File: src/rtl/disparity_selector_pkg.sv
// disparity_selector_pkg: shared widths, FSM encoding and the second-best sentinel.
package disparity_selector_pkg;
  localparam int NUM_BITS_IN = 14;
  localparam int DISP_BITS = 4;
  localparam logic [63:0] SECOND_INIT = '1;
  typedef enum logic {
    IDLE  = 1'b0,
    SWEEP = 1'b1
  } state_t;
endpackage

File: src/rtl/disparity_selector_if.sv
// disparity_selector_if: window-sum input stream and per-pixel result bundle.
interface disparity_selector_if
  import disparity_selector_pkg::*;
#(
  parameter int num_bits_in = NUM_BITS_IN,
  parameter int disp_bits   = DISP_BITS
) ();
  logic [num_bits_in-1:0] sum_in;
  logic                   sum_valid;
  logic                   sum_first;
  logic [disp_bits-1:0]   disparity;
  logic [num_bits_in-1:0] min_sum;
  logic                   confident;
  logic                   disp_valid;
  logic                   sweep_err;
  modport master (
    output sum_in, sum_valid, sum_first,
    input  disparity, min_sum, confident, disp_valid, sweep_err
  );
  modport slave (
    input  sum_in, sum_valid, sum_first,
    output disparity, min_sum, confident, disp_valid, sweep_err
  );
endinterface

File: src/rtl/disparity_selector_min_pair_tracker.sv
// min_pair_tracker: running best/second-best sum and winning index for one sweep.
module min_pair_tracker
  import disparity_selector_pkg::*;
#(
  parameter int num_bits_in = NUM_BITS_IN,
  parameter int disp_bits   = DISP_BITS
) (
  input  logic                   clk,
  input  logic                   rst,
  input  logic                   load_i,
  input  logic                   upd_i,
  input  logic [num_bits_in-1:0] sum_i,
  input  logic [disp_bits-1:0]   idx_i,
  output logic [num_bits_in-1:0] best_o,
  output logic [num_bits_in-1:0] second_o,
  output logic [disp_bits-1:0]   best_idx_o
);
  localparam logic [num_bits_in-1:0] ONES = SECOND_INIT[num_bits_in-1:0];
  logic [num_bits_in-1:0] best_q, best_d, second_q, second_d;
  logic [disp_bits-1:0]   idx_q, idx_d;
  logic                   lt_best, lt_second;
  assign lt_best   = sum_i < best_q;
  assign lt_second = sum_i < second_q;
  // strict compares: an equal sum never displaces the lower-index winner
  assign best_d   = (load_i || (upd_i && lt_best)) ? sum_i : best_q;
  assign idx_d    = load_i ? '0 : (upd_i && lt_best) ? idx_i : idx_q;
  assign second_d = load_i ? ONES : !upd_i ? second_q : lt_best ? best_q :
                    lt_second ? sum_i : second_q;
  // outputs show the state including the current beat so the last beat can be registered directly
  assign best_o     = best_d;
  assign second_o   = second_d;
  assign best_idx_o = idx_d;
  always_ff @(posedge clk or posedge rst)
    if (rst) begin
      best_q   <= '0;
      second_q <= ONES;
      idx_q    <= '0;
    end else begin
      best_q   <= best_d;
      second_q <= second_d;
      idx_q    <= idx_d;
    end
endmodule

File: src/rtl/disparity_selector.sv
// disparity_selector: winner-take-all over serial per-disparity window sums.
module disparity_selector
  import disparity_selector_pkg::*;
#(
  parameter int num_bits_in = NUM_BITS_IN,
  parameter int num_disp    = 16,
  parameter int disp_bits   = DISP_BITS,
  parameter int margin      = 8
) (
  input logic clk,
  input logic rst,
  disparity_selector_if.slave bus
);
  localparam logic [disp_bits-1:0]   LAST  = disp_bits'(num_disp - 1);
  localparam logic [num_bits_in:0]   MARGN = (num_bits_in + 1)'(margin);
  state_t                 state_q, state_d;
  logic [disp_bits-1:0]   cnt_q, cnt_d;
  logic [disp_bits-1:0]   disp_q, best_idx;
  logic [num_bits_in-1:0] min_q, best, second, diff;
  logic                   conf_q, dv_q, err_q;
  logic                   start, next_beat, in_sweep, upd, done, err_d;
  assign in_sweep  = state_q == SWEEP;
  assign start     = bus.sum_valid && bus.sum_first;
  assign next_beat = bus.sum_valid && !bus.sum_first;
  assign upd       = next_beat && in_sweep;
  assign err_d     = (start && in_sweep) || (next_beat && !in_sweep);
  assign done      = start ? (num_disp == 1) : (upd && cnt_q == LAST);
  always_comb begin
    state_d = done ? IDLE : start ? SWEEP : state_q;
    cnt_d   = start ? disp_bits'(1) : upd ? cnt_q + 1'b1 : cnt_q;
  end
  min_pair_tracker #(
    .num_bits_in(num_bits_in),
    .disp_bits  (disp_bits)
  ) u_tracker (
    .clk       (clk),
    .rst       (rst),
    .load_i    (start),
    .upd_i     (upd),
    .sum_i     (bus.sum_in),
    .idx_i     (cnt_q),
    .best_o    (best),
    .second_o  (second),
    .best_idx_o(best_idx)
  );
  assign diff = second - best;
  always_ff @(posedge clk or posedge rst)
    if (rst) begin
      state_q <= IDLE;
      cnt_q   <= '0;
      disp_q  <= '0;
      min_q   <= '0;
      conf_q  <= 1'b0;
      dv_q    <= 1'b0;
      err_q   <= 1'b0;
    end else begin
      state_q <= state_d;
      cnt_q   <= cnt_d;
      dv_q    <= done;
      err_q   <= err_d;
      if (done) begin
        disp_q <= best_idx;
        min_q  <= best;
        conf_q <= {1'b0, diff} >= MARGN;
      end
    end
  assign bus.disparity  = disp_q;
  assign bus.min_sum    = min_q;
  assign bus.confident  = conf_q;
  assign bus.disp_valid = dv_q;
  assign bus.sweep_err  = err_q;
endmodule

File: src/flat_wrapper.sv
// flat-port wrapper written by rule: the top's interface ports become plain ports
module disparity_selector_flat import disparity_selector_pkg::*;
#(
  parameter int num_bits_in = NUM_BITS_IN,
  parameter int num_disp    = 16,
  parameter int disp_bits   = DISP_BITS,
  parameter int margin      = 8
)
  (clk, rst, bus_sum_in, bus_sum_valid, bus_sum_first, bus_disparity, bus_min_sum, bus_confident, bus_disp_valid, bus_sweep_err);
  disparity_selector_if #(.num_bits_in(num_bits_in), .disp_bits(disp_bits)) bus_i ();
  input logic clk;
  input logic rst;
  input wire logic [$bits(bus_i.sum_in)-1:0] bus_sum_in;
  input wire logic [$bits(bus_i.sum_valid)-1:0] bus_sum_valid;
  input wire logic [$bits(bus_i.sum_first)-1:0] bus_sum_first;
  output wire logic [$bits(bus_i.disparity)-1:0] bus_disparity;
  output wire logic [$bits(bus_i.min_sum)-1:0] bus_min_sum;
  output wire logic [$bits(bus_i.confident)-1:0] bus_confident;
  output wire logic [$bits(bus_i.disp_valid)-1:0] bus_disp_valid;
  output wire logic [$bits(bus_i.sweep_err)-1:0] bus_sweep_err;
  assign bus_i.sum_in = bus_sum_in;
  assign bus_i.sum_valid = bus_sum_valid;
  assign bus_i.sum_first = bus_sum_first;
  assign bus_disparity = bus_i.disparity;
  assign bus_min_sum = bus_i.min_sum;
  assign bus_confident = bus_i.confident;
  assign bus_disp_valid = bus_i.disp_valid;
  assign bus_sweep_err = bus_i.sweep_err;
  disparity_selector #(.num_bits_in(num_bits_in), .num_disp(num_disp), .disp_bits(disp_bits), .margin(margin)) u_core (.clk(clk), .rst(rst), .bus(bus_i));
endmodule
File: config.mk
export PLATFORM = sky130hd
export DESIGN_NAME = disparity_selector_flat
export DESIGN_NICKNAME = d
export VERILOG_FILES = /design/src/rtl/disparity_selector_pkg.sv /design/src/rtl/disparity_selector_if.sv /design/src/rtl/disparity_selector_min_pair_tracker.sv /design/src/rtl/disparity_selector.sv /design/src/flat_wrapper.sv
export SDC_FILE = /design/constraint.sdc
export NUM_CORES = 1
export LEC_CHECK = 0
export CORE_MARGIN = 4
export CORE_UTILIZATION = 55
export CTS_CLUSTER_DIAMETER = 30
export DETAILED_ROUTE_END_ITERATION = 10
export PLACE_DENSITY = 0.84
export SLEW_MARGIN = 20
export SYNTH_ARGS = -nofsm -noshare
export SYNTH_HDL_FRONTEND = slang
export SYNTH_SLANG_ARGS = --single-unit
File: constraint.sdc
create_clock -name clk -period 4.8 [get_ports clk]
set_input_delay 0.96 -clock clk [delete_from_list [all_inputs] [get_ports clk]]
set_output_delay 0.96 -clock clk [all_outputs]
set_load 0.005 [all_outputs]
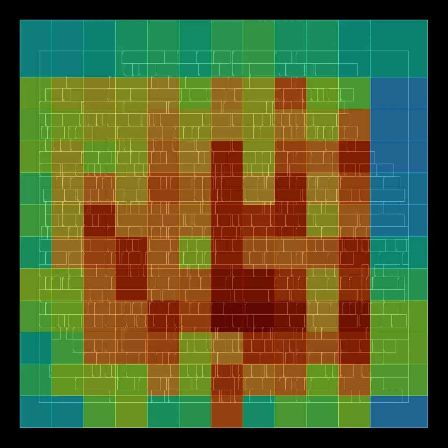
**Above:** run 1 (routing congestion map).
Final Util: 80.3%
met1 layer usage reported by global route: 30.7%
Routed wire per std cell: 18.2 um
routing layer with the top usage in global route: met2
GRT Total Usage: 27.1%

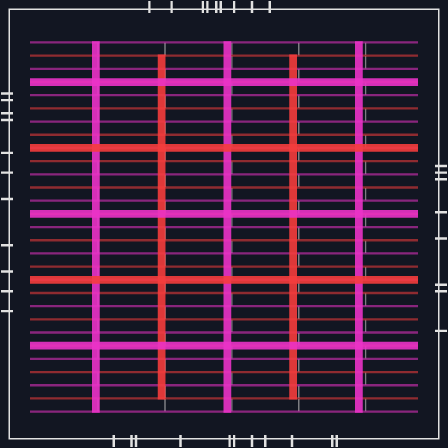
**Above:** run 1 (PDN straps and rails).
Pins as bars on the die edge. Tap cells in gray.
legend:
  VDD:
    color: red
  VSS:
    color: magenta
signal pins: 39
met1 rails: 29
met4 straps: 5
tap cells: 75

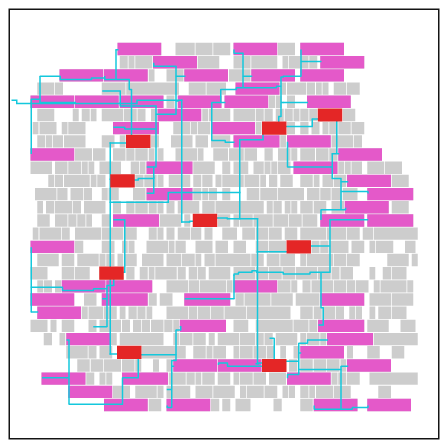
**Above:** run 1 (clock network drawn from the DEF).
legend:
  clock-net drivers:
    color: red
    count: 9
  clock wires:
    color: cyan
    length: 782 um
  flip-flops:
    color: magenta
    count: 58
flops lie: all over the die
routed clock nets: 10
fraction of power consumed by the clock network: 21.4%
worst-skew pair later-pin latency: 0.34 ns
Clock Skews: 0.00557 ns

==> flow_metrics.rpt, run 1 <==
RUN METRICS
----------------------------------------------------
[Status]
  Status ........................ complete, but fails checks
  Violated checks ........................ negative setup slack

[Finish]
  Post-Layout Cell Count ........................ approximately 570
  Sequential cell area ........................ ~1500 um2
  Highest-count logic cell in the final layout ........................ sky130_fd_sc_hd__buf_4
  Dominant logic cell types in the final layout ........................ 71 x sky130_fd_sc_hd__buf_4, 51 x sky130_fd_sc_hd__a21oi_1, 44 x sky130_fd_sc_hd__dfrtp_1
  Final Net Count ........................ between 500 and 600
  Filler cell count ........................ about 350
  Area taken by multi-input logic gates ........................ between 2000 and 2500 um2
  Layout Area Growth over Synthesis ........................ 38.1%
  Antenna diode instance count ........................ 0
  Ratio of cells with drive above 1 in the final layout ........................ ~29%
  Post-route cell area ........................ 4900 um2

[Synth]
  Sequential cell area fraction in the yosys report ........................ between 40% and 50%
  Leading cell type by number of instances after synthesis ........................ sky130_fd_sc_hd__a21oi_1
  Xor and xnor area share after synthesis ........................ 0.741%
  Top-area cell type share of the netlist area ........................ slightly above 30%
  Cell area after synthesis ........................ between 3000 and 4000 um2
  Total cell area reported by yosys after synthesis ........................ around 3500 um2
  Complex Gates by Area ........................ about a fifth
  Post-synth top area cell ........................ sky130_fd_sc_hd__dfrtp_1
  Tally of unique sky130hd cells used after synthesis ........................ ~54
  Fraction of registers with async set/reset ........................ 100%
  Multiplexer fraction of the synthesized cell area ........................ under 10%
  Simple share ........................ roughly 13%
  Synthesized netlist net count ........................ approximately 450
  Number of instances in the synthesized netlist ........................ a little under 400
  Total of warnings raised by yosys ........................ 0
  Cell area leaders ........................ sky130_fd_sc_hd__dfrtp_1 31%, sky130_fd_sc_hd__ha_1 14%, sky130_fd_sc_hd__dfstp_2 10%, sky130_fd_sc_hd__a21oi_1 7.9%, sky130_fd_sc_hd__inv_1 4.7%
  Number of synthesized register bits ........................ approximately 58
  Share of synthesized cell area in full adder, half adder and majority cells ........................ between 10 and 15%
  Leading post-synthesis cells by instance count ........................ 56 x sky130_fd_sc_hd__a21oi_1, 44 x sky130_fd_sc_hd__dfrtp_1, 44 x sky130_fd_sc_hd__inv_1
  Number of synthesized flops with an enable pin ........................ 0
  Top flip-flop cell by instance count after synthesis ........................ sky130_fd_sc_hd__dfrtp_1
  Yosys stat cell total ........................ slightly below 400
  Main logic family after synthesis ........................ AND-OR/OR-AND gates
  Post-Syn Area per Cell ........................ 9.16 um2

[STA]
  Worst hold margin ........................ slightly above 0.5 ns
  Final Max Slew Viols ........................ 0
  Slew @ Worst Pin ........................ approximately 0.84 ns
  Max-Slew Margin vs Limit ........................ between 40% and 50%
  Setup TNS ........................ -0.0211 ns
  Achievable clock frequency ........................ around 210 MHz
  Final tally of setup violations ........................ 1
  Final Hold Vio Count ........................ 0
  Setup WS post-layout ........................ -0.0211 ns
  Final worst path period share ........................ 100%
  Final worst path period need ........................ ~4.8 ns

[Critical path]
  Crit end category ........................ flip-flop
  Startpoint of the worst register-to-register path ........................ u_core.u_tracker.best_q[4]
  Destination of the critical timing path ........................ u_core.bus.confident
  Largest fanout of any net on the critical path ........................ 6
  Reg-to-reg slack, setup ........................ roughly 0.39 ns
  Setup Crit Path Kind ........................ in2reg
  FF-to-FF path depth ........................ 20
  End of the worst register-to-register path ........................ u_core.bus.confident
  Worst path required time ........................ slightly above 5 ns
  Data arrival time of the critical path ........................ ~5 ns
  First element of the critical path ........................ bus_sum_in[0]
  Critical Path Source Type ........................ input port

[Worst hold path]
  Worst min-delay path class ........................ reg2reg
  Cells on Worst Hold Path ........................ 1
  Hold path start ........................ u_core.bus.disparity[0]
  Hold-critical path endpoint ........................ u_core.bus.disparity[0]

[Routing]
  Antenna-violating nets left ........................ 0
  Length of routed wiring on met1 ........................ between 4000 and 5000 um
  Top layer used by detailed routing ........................ met4
  Wire length on met2 ........................ 5190 um
  Met3 WL ........................ around 680 um
  Number of vias in the routed layout ........................ between 3000 and 4000
  First drt pass iteration count ........................ 5
  Violation count after the first detailed-routing iteration ........................ roughly 220
  Detail-routed via count per cell ........................ between 5 and 6
  Post-Route WL ........................ about 10000 um
  DRC ........................ 0

[Placed design]
  Place WS ........................ -0.623 ns
  Hpwl dp ........................ ~6500 um
  DP Area ........................ approximately 4400 um2
  Quantity of I/O buffers inserted on ports ........................ 38
  Cells after DPL ........................ ~540
  Final weighted congestion of routability-driven global placement ........................ between 0.9 and 1

[Clock tree]
  Hold_buf cts ........................ 0
  Clock transition time at the flip-flop clock pins of the worst setup and hold paths ........................ about 0.070 ns
  Clock Sinks ........................ 58
  H-tree levels ........................ 3
  CTS root buffer ........................ sky130_fd_sc_hd__clkbuf_8
  Post CTS Setup Buffer Count ........................ 13
  Number of buffers created by CTS ........................ 9
  Total of cells resized after clock tree synthesis ........................ 19
  Number of buffers on the longest clock path ........................ 2
  CTS tree ........................ built

[GRT]
  Total congestion overflow ........................ 0
  Vias in the first global route ........................ 3604
  Maximum number of pins on one net before global-route repair ........................ roughly 50
  Antenna violations before repair ........................ 0
  Global-route wire length before repair ........................ about 16000 um

[Power]
  Peak VDD IR ........................ 0.307 mV
  Static power due to leakage ........................ between 2 and 2.5 nW
  Final Power ........................ around 2.2 mW
  Power per cell area ........................ 444 nW/um2

[Floorplanning]
  Die outline area ........................ between 7000 and 8000 um2
  Top-level port count ........................ 39
  Die width ........................ ~88 um
  Initial core utilization ........................ around 58%
  Vertical extent of the die ........................ between 80 and 90 um
  Core area ........................ roughly 6000 um2
  Number of standard-cell rows in the floorplan ........................ 28

[Job]
  Tally of max-capacitance violations ........................ 0
  Number of OpenROAD warnings ........................ 27

----------------------------------------------------
[run 1: report_power, final]
| part | total (mW) | switching, mW | internal, mW | leakage, nW |
|---|---|---|---|---|
| clock | 0.465 | 0.200 | 0.265 | 0.105 |
| combinational | 1.08 | 0.566 | 0.512 | 1.60 |
| sequential | 0.631 | 0.0481 | 0.583 | 0.725 |
| total | 2.17 | 0.815 | 1.36 | 2.43 |
[run 1: area by class of cell]
class	count	area share, %
clock buffers	11	3.09
inverters	44	3.40
clock inverters	5	1.07
multi-input cells	269	41.5
flip-flops and latches	58	30.0
repair buffers	109	19.0
well taps	75	1.92
[run 1: metal layers]
metal	track usage, %	vias to the layer above
met2	47.9	167
met5	0	-
li1	-	1572
met1	30.7	1635
met4	13.3	0
met3	6.42	45
[run 1: critical path, stage by stage]
cell	delay [ns]
sky130_fd_sc_hd__clkdlybuf4s50_1	0.42
sky130_fd_sc_hd__buf_4	0.14
sky130_fd_sc_hd__nand2b_1	0.15
sky130_fd_sc_hd__a31oi_2	0.20
sky130_fd_sc_hd__o21ai_1	0.12
sky130_fd_sc_hd__a211oi_2	0.23
sky130_fd_sc_hd__buf_4	0.18
sky130_fd_sc_hd__and2b_4	0.22
sky130_fd_sc_hd__buf_4	0.15
sky130_fd_sc_hd__a22oi_1	0.27
sky130_fd_sc_hd__o21ai_2	0.13
sky130_fd_sc_hd__ha_2	0.36
sky130_fd_sc_hd__or2_4	0.15
sky130_fd_sc_hd__a21o_1	0.17
sky130_fd_sc_hd__o41ai_4	0.11
sky130_fd_sc_hd__o21ai_2	0.17
sky130_fd_sc_hd__mux2_4	0.32
sky130_fd_sc_hd__or3_1	0.39
sky130_fd_sc_hd__a211oi_2	0.15
sky130_fd_sc_hd__nor2_1	0.07
==> run 1 -> run 2 <==
--- a/config.mk
+++ b/config.mk
@@ -9,6 +9,7 @@
 export CORE_UTILIZATION = 55
 export CTS_CLUSTER_DIAMETER = 30
 export DETAILED_ROUTE_END_ITERATION = 10
+export GPL_ROUTABILITY_DRIVEN = 1
 export PLACE_DENSITY = 0.84
 export SLEW_MARGIN = 20
 export SYNTH_ARGS = -nofsm -noshare
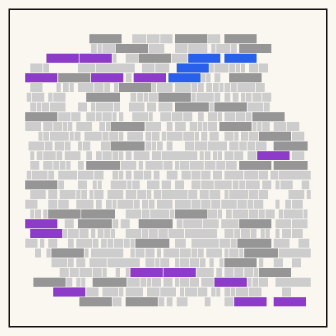
**Above:** run 2 (register map, names as in the netlist).
Other sequential cells in the stronger gray, the rest of the logic in the fainter gray.
legend:
  u_core.u_tracker.idx_q:
    color: blue
    placed_flops: 4
    where: top middle
  u_core.bus.min_sum:
    color: purple
    placed_flops: 14
    where: all over the die
not colored: 40

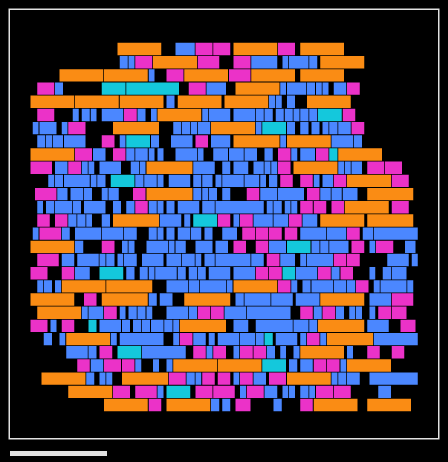
**Above:** run 2 (cell classes on the final placement).
Bar = 20 um.
legend:
  remaining logic cells:
    color: blue
    cells: 313
    share_of_their_area: 46%
  sequential cells:
    color: orange
    cells: 58
    share_of_their_area: 31%
  clock drivers and dummy loads:
    color: cyan
    cells: 16
    share_of_their_area: 4.2%
  remaining buffers and delay cells:
    color: magenta
    cells: 109
    share_of_their_area: 19%
post-route cell area: 4900 um2
fraction of area in registers: 30.0%
number of standard-cell rows in the floorplan: 28

==> run 2 against run 1 <==
Effect of this change:
- via count is the same
- critical endpoint unchanged
- power is the same
- critical path depth is the same
- count of clock-buffer cells in the layout is the same
- largest power group unchanged
- sequential power is essentially flat
- maximum frequency is the same
- die size is the same
- the flow still finishes with violations (negative setup slack)
==> flow_metrics.rpt, run 2 <==
RUN METRICS
----------------------------------------------------
[Critical path]
  First element of the critical path ........................ bus_sum_in[0]
  Data arrival time of the critical path ........................ 5.05 ns (about the same)
  FF-to-FF path depth ........................ 20 (unchanged)
  Worst path required time ........................ 5.03 ns (about the same)
  Startpoint of the worst register-to-register path ........................ u_core.u_tracker.best_q[4]
  Crit path largest cell delay ........................ 0.42 ns (about the same)
  Critical Path Source Type ........................ input port
  Crit end category ........................ flip-flop
  CP dominant cell by count ........................ sky130_fd_sc_hd__buf_4
  Setup Crit Path Kind ........................ in2reg
  Cell Chain, Critical Path ........................ clkdlybuf4s50_1 -> buf_4 -> nand2b_1 -> a31oi_2 -> o21ai_1 -> a211oi_2 -> buf_4 -> and2b_4 -> buf_4 -> a22oi_1 -> o21ai_2 -> ha_2 -> or2_4 -> a21o_1 -> o41ai_4 -> o21ai_2 -> mux2_4 -> or3_1 -> a211oi_2 -> nor2_1
  Slowest library cell on the worst path ........................ sky130_fd_sc_hd__clkdlybuf4s50_1
  End of the worst register-to-register path ........................ u_core.bus.confident
  Largest fanout of any net on the critical path ........................ 6 (unchanged)
  Buffers and inverters on the worst path ........................ 4 (unchanged)
  Destination of the critical timing path ........................ u_core.bus.confident
  Reg-to-reg slack, setup ........................ 0.39 ns (about the same)
  Total stage count of the critical path ........................ 20 (unchanged)
  Gate family responsible for the most delay along the worst path ........................ AND-OR/OR-AND gates

[Floorplanning]
  Core area ........................ 6100 um2 (unchanged)
  Initial core utilization ........................ 58.2% (unchanged)
  Vertical extent of the die ........................ 88.3 um (unchanged)
  Die outline area ........................ 7800 um2 (unchanged)
  Top-level port count ........................ 39 (unchanged)
  Die width ........................ 88.3 um (unchanged)

[Routing]
  DRC ........................ 0 (unchanged)
  Violation count after the first detailed-routing iteration ........................ 223 (unchanged)
  Post-Route WL ........................ 10400 um (unchanged)
  Number of vias in the routed layout ........................ 3419 (unchanged)
  Antenna-violating nets left ........................ 0 (unchanged)
  Routed wire per std cell ........................ 18.2 um (unchanged)
  First drt pass iteration count ........................ 5 (unchanged)
  Detail-routed via count per cell ........................ 5.99 (unchanged)

[Placed design]
  Hpwl dp ........................ 6520 um (unchanged)
  Cells after DPL ........................ 539 (unchanged)
  Final weighted congestion of routability-driven global placement ........................ 0.902 (unchanged)
  Place WS ........................ -0.623 ns (unchanged)
  Quantity of I/O buffers inserted on ports ........................ 38 (unchanged)
  DP Area ........................ 4360 um2 (unchanged)

[Finish]
  Post-Layout Cell Count ........................ 571 (unchanged)
  Sequential cell area ........................ 1470 um2 (unchanged)
  Filler cell count ........................ 349 (unchanged)
  Final Net Count ........................ 549 (unchanged)
  Antenna diode instance count ........................ 0 (unchanged)
  Final Util ........................ 80.3% (unchanged)
  Highest-count logic cell in the final layout ........................ sky130_fd_sc_hd__buf_4
  Ratio of cells with drive above 1 in the final layout ........................ 29.2% (unchanged)
  Layout Area Growth over Synthesis ........................ 38.1% (unchanged)
  Area taken by multi-input logic gates ........................ 2030 um2 (unchanged)
  Dominant logic cell types in the final layout ........................ 71 x sky130_fd_sc_hd__buf_4, 51 x sky130_fd_sc_hd__a21oi_1, 44 x sky130_fd_sc_hd__dfrtp_1

[Job]
  Number of OpenROAD warnings ........................ 27 (unchanged)
  Tally of max-capacitance violations ........................ 0 (unchanged)

[Power]
  Part of the power in registers ........................ 29.0% (about the same)
  Group with the largest share of power ........................ combinational cells
  Sequential Power ........................ 631 uW (about the same)
  Int Pwr ........................ 1.36 mW (unchanged)
  Sw Ratio ........................ 37.5% (unchanged)
  Static power due to leakage ........................ 2.43 nW (unchanged)
  Combinational power share ........................ 49.6% (about the same)
  Power of the clock network ........................ 465 uW (about the same)
  Fraction of power consumed by the clock network ........................ 21.4% (about the same)
  Peak VDD IR ........................ 0.307 mV (unchanged)
  Combinational power ........................ 1.08 mW (about the same)
  Power per cell area ........................ 444 nW/um2 (unchanged)

[STA]
  Final tally of setup violations ........................ 1 (unchanged)
  Setup TNS ........................ -0.0211 ns (unchanged)
  Final worst path period share ........................ 100% (unchanged)
  Slew @ Worst Pin ........................ 0.836 ns (unchanged)
  Achievable clock frequency ........................ 207 MHz (unchanged)
  Final Max Slew Viols ........................ 0 (unchanged)
  Final worst path period need ........................ 4.82 ns (unchanged)
  Setup WS post-layout ........................ -0.0211 ns (unchanged)
  Clock Skews ........................ 0.00557 ns (unchanged)
  Max-Slew Margin vs Limit ........................ 44.2% (unchanged)
  Worst hold margin ........................ 0.511 ns (unchanged)

[Synth]
  Number of synthesized flops with an enable pin ........................ 0 (unchanged)
  Fraction of registers with async set/reset ........................ 100% (unchanged)
  Number of synthesized register bits ........................ 58 (unchanged)
  Number of instances in the synthesized netlist ........................ 387 (unchanged)
  Synthesized netlist net count ........................ 445 (unchanged)
  Leading cell type by number of instances after synthesis ........................ sky130_fd_sc_hd__a21oi_1
  Top-area cell type share of the netlist area ........................ 31.1% (unchanged)
  Leading post-synthesis cells by instance count ........................ 56 x sky130_fd_sc_hd__a21oi_1, 44 x sky130_fd_sc_hd__dfrtp_1, 44 x sky130_fd_sc_hd__inv_1
  Tally of unique sky130hd cells used after synthesis ........................ 54 (unchanged)
  Yosys stat cell total ........................ 387 (unchanged)
  Post-synth top area cell ........................ sky130_fd_sc_hd__dfrtp_1
  Cell area leaders ........................ sky130_fd_sc_hd__dfrtp_1 31%, sky130_fd_sc_hd__ha_1 14%, sky130_fd_sc_hd__dfstp_2 10%, sky130_fd_sc_hd__a21oi_1 7.9%, sky130_fd_sc_hd__inv_1 4.7%
  Top flip-flop cell by instance count after synthesis ........................ sky130_fd_sc_hd__dfrtp_1
  Post-Syn Area per Cell ........................ 9.16 um2 (unchanged)
  Sequential cell area fraction in the yosys report ........................ 41.4% (unchanged)
  Total of warnings raised by yosys ........................ 0 (unchanged)
  Cell area after synthesis ........................ 3550 um2 (unchanged)
  Total cell area reported by yosys after synthesis ........................ 3550 um2 (unchanged)

[GRT]
  GRT Total Usage ........................ 27.1% (unchanged)
  Total congestion overflow ........................ 0 (unchanged)
  Maximum number of pins on one net before global-route repair ........................ 50 (unchanged)
  Antenna violations before repair ........................ 0 (unchanged)
  Global-route wire length before repair ........................ 16300 um (unchanged)

[Clock tree]
  H-tree levels ........................ 3 (unchanged)
  Clock transition time at the flip-flop clock pins of the worst setup and hold paths ........................ 0.07 ns (about the same)
  Number of buffers created by CTS ........................ 9 (unchanged)
  Number of buffers on the longest clock path ........................ 2 (unchanged)
  Clock Sinks ........................ 58 (unchanged)
  Worst-skew pair later-pin latency ........................ 0.34 ns (about the same)
  CTS tree ........................ built

[Worst hold path]
  Worst min-delay path class ........................ reg2reg
  Cells on Worst Hold Path ........................ 1 (unchanged)

[Status]
  Status ........................ complete, but fails checks
  Violated checks ........................ negative setup slack

----------------------------------------------------
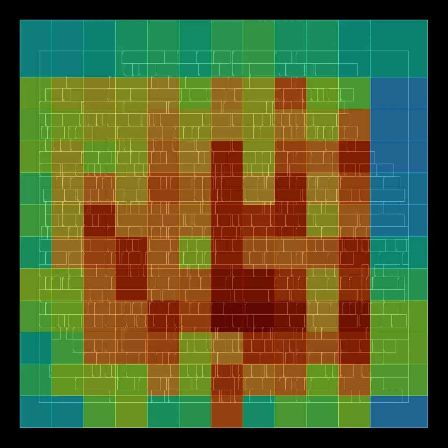
**Above:** run 2 (routing congestion map).
met2 track demand over resource: 47.9%
met3 usage in global routing: 6.42%

-- run 2: cell counts after synthesis --
Identical to the previous run, type by type.
-- run 2: how the worst min path moves through the flow --
stage	endpoint	from	slack, ns
6_report	u_core.bus.disparity[0]	u_core.bus.disparity[0]	0.51
5_1_grt	u_core.bus.disparity[1]	u_core.bus.disparity[1]	0.53
4_1_cts	u_core.bus.disparity[0]	u_core.bus.disparity[0]	0.52
3_5_place_dp	u_core.bus.disparity[2]	u_core.bus.disparity[2]	0.50
3_3_place_gp	u_core.bus.disparity[0]	u_core.bus.disparity[0]	0.49
2_1_floorplan	u_core.cnt_q[3]	u_core.cnt_q[3]	0.47
-- run 2: logic make-up (layout without fill, tap and decap cells) --
logic type	count (synthesis)	count (layout)	share of synthesized area, %
compound gates	122	122	21.2
xor+xnor	3	3	0.741
fa+ha+maj	40	40	14.1
buf+inv	60	169	6.67
flops	58	58	41.4
mux	10	10	3.25
simple gates	94	94	12.6
-- run 2: per-layer routing --
metal / global-route usage (%) / up-vias / routed length (um)
met5: 0 / - / 0
met4: 13.3 / 0 / 381
li1: - / 1572 / -
met3: 6.42 / 45 / 677
met1: 30.7 / 1635 / 4150
met2: 47.9 / 167 / 5190
-- run 2: timing repair --
action                     4_1_cts  5_1_grt
setup buffers                   13        3
gates resized                   19       30
setup endpoints to repair        1        1
pin swaps                       13       16
hold buffers                     0        0
-- run 2: cell type report --
type	instances	area share [%]
sequential	58	30.0
clock inverter	5	1.07
clock buffer	11	3.09
inverter	44	3.40
multi-input combinational	269	41.5
timing repair buffer	109	19.0
tap	75	1.92
No activity file was given, so power comes from the tool's default toggle rates.
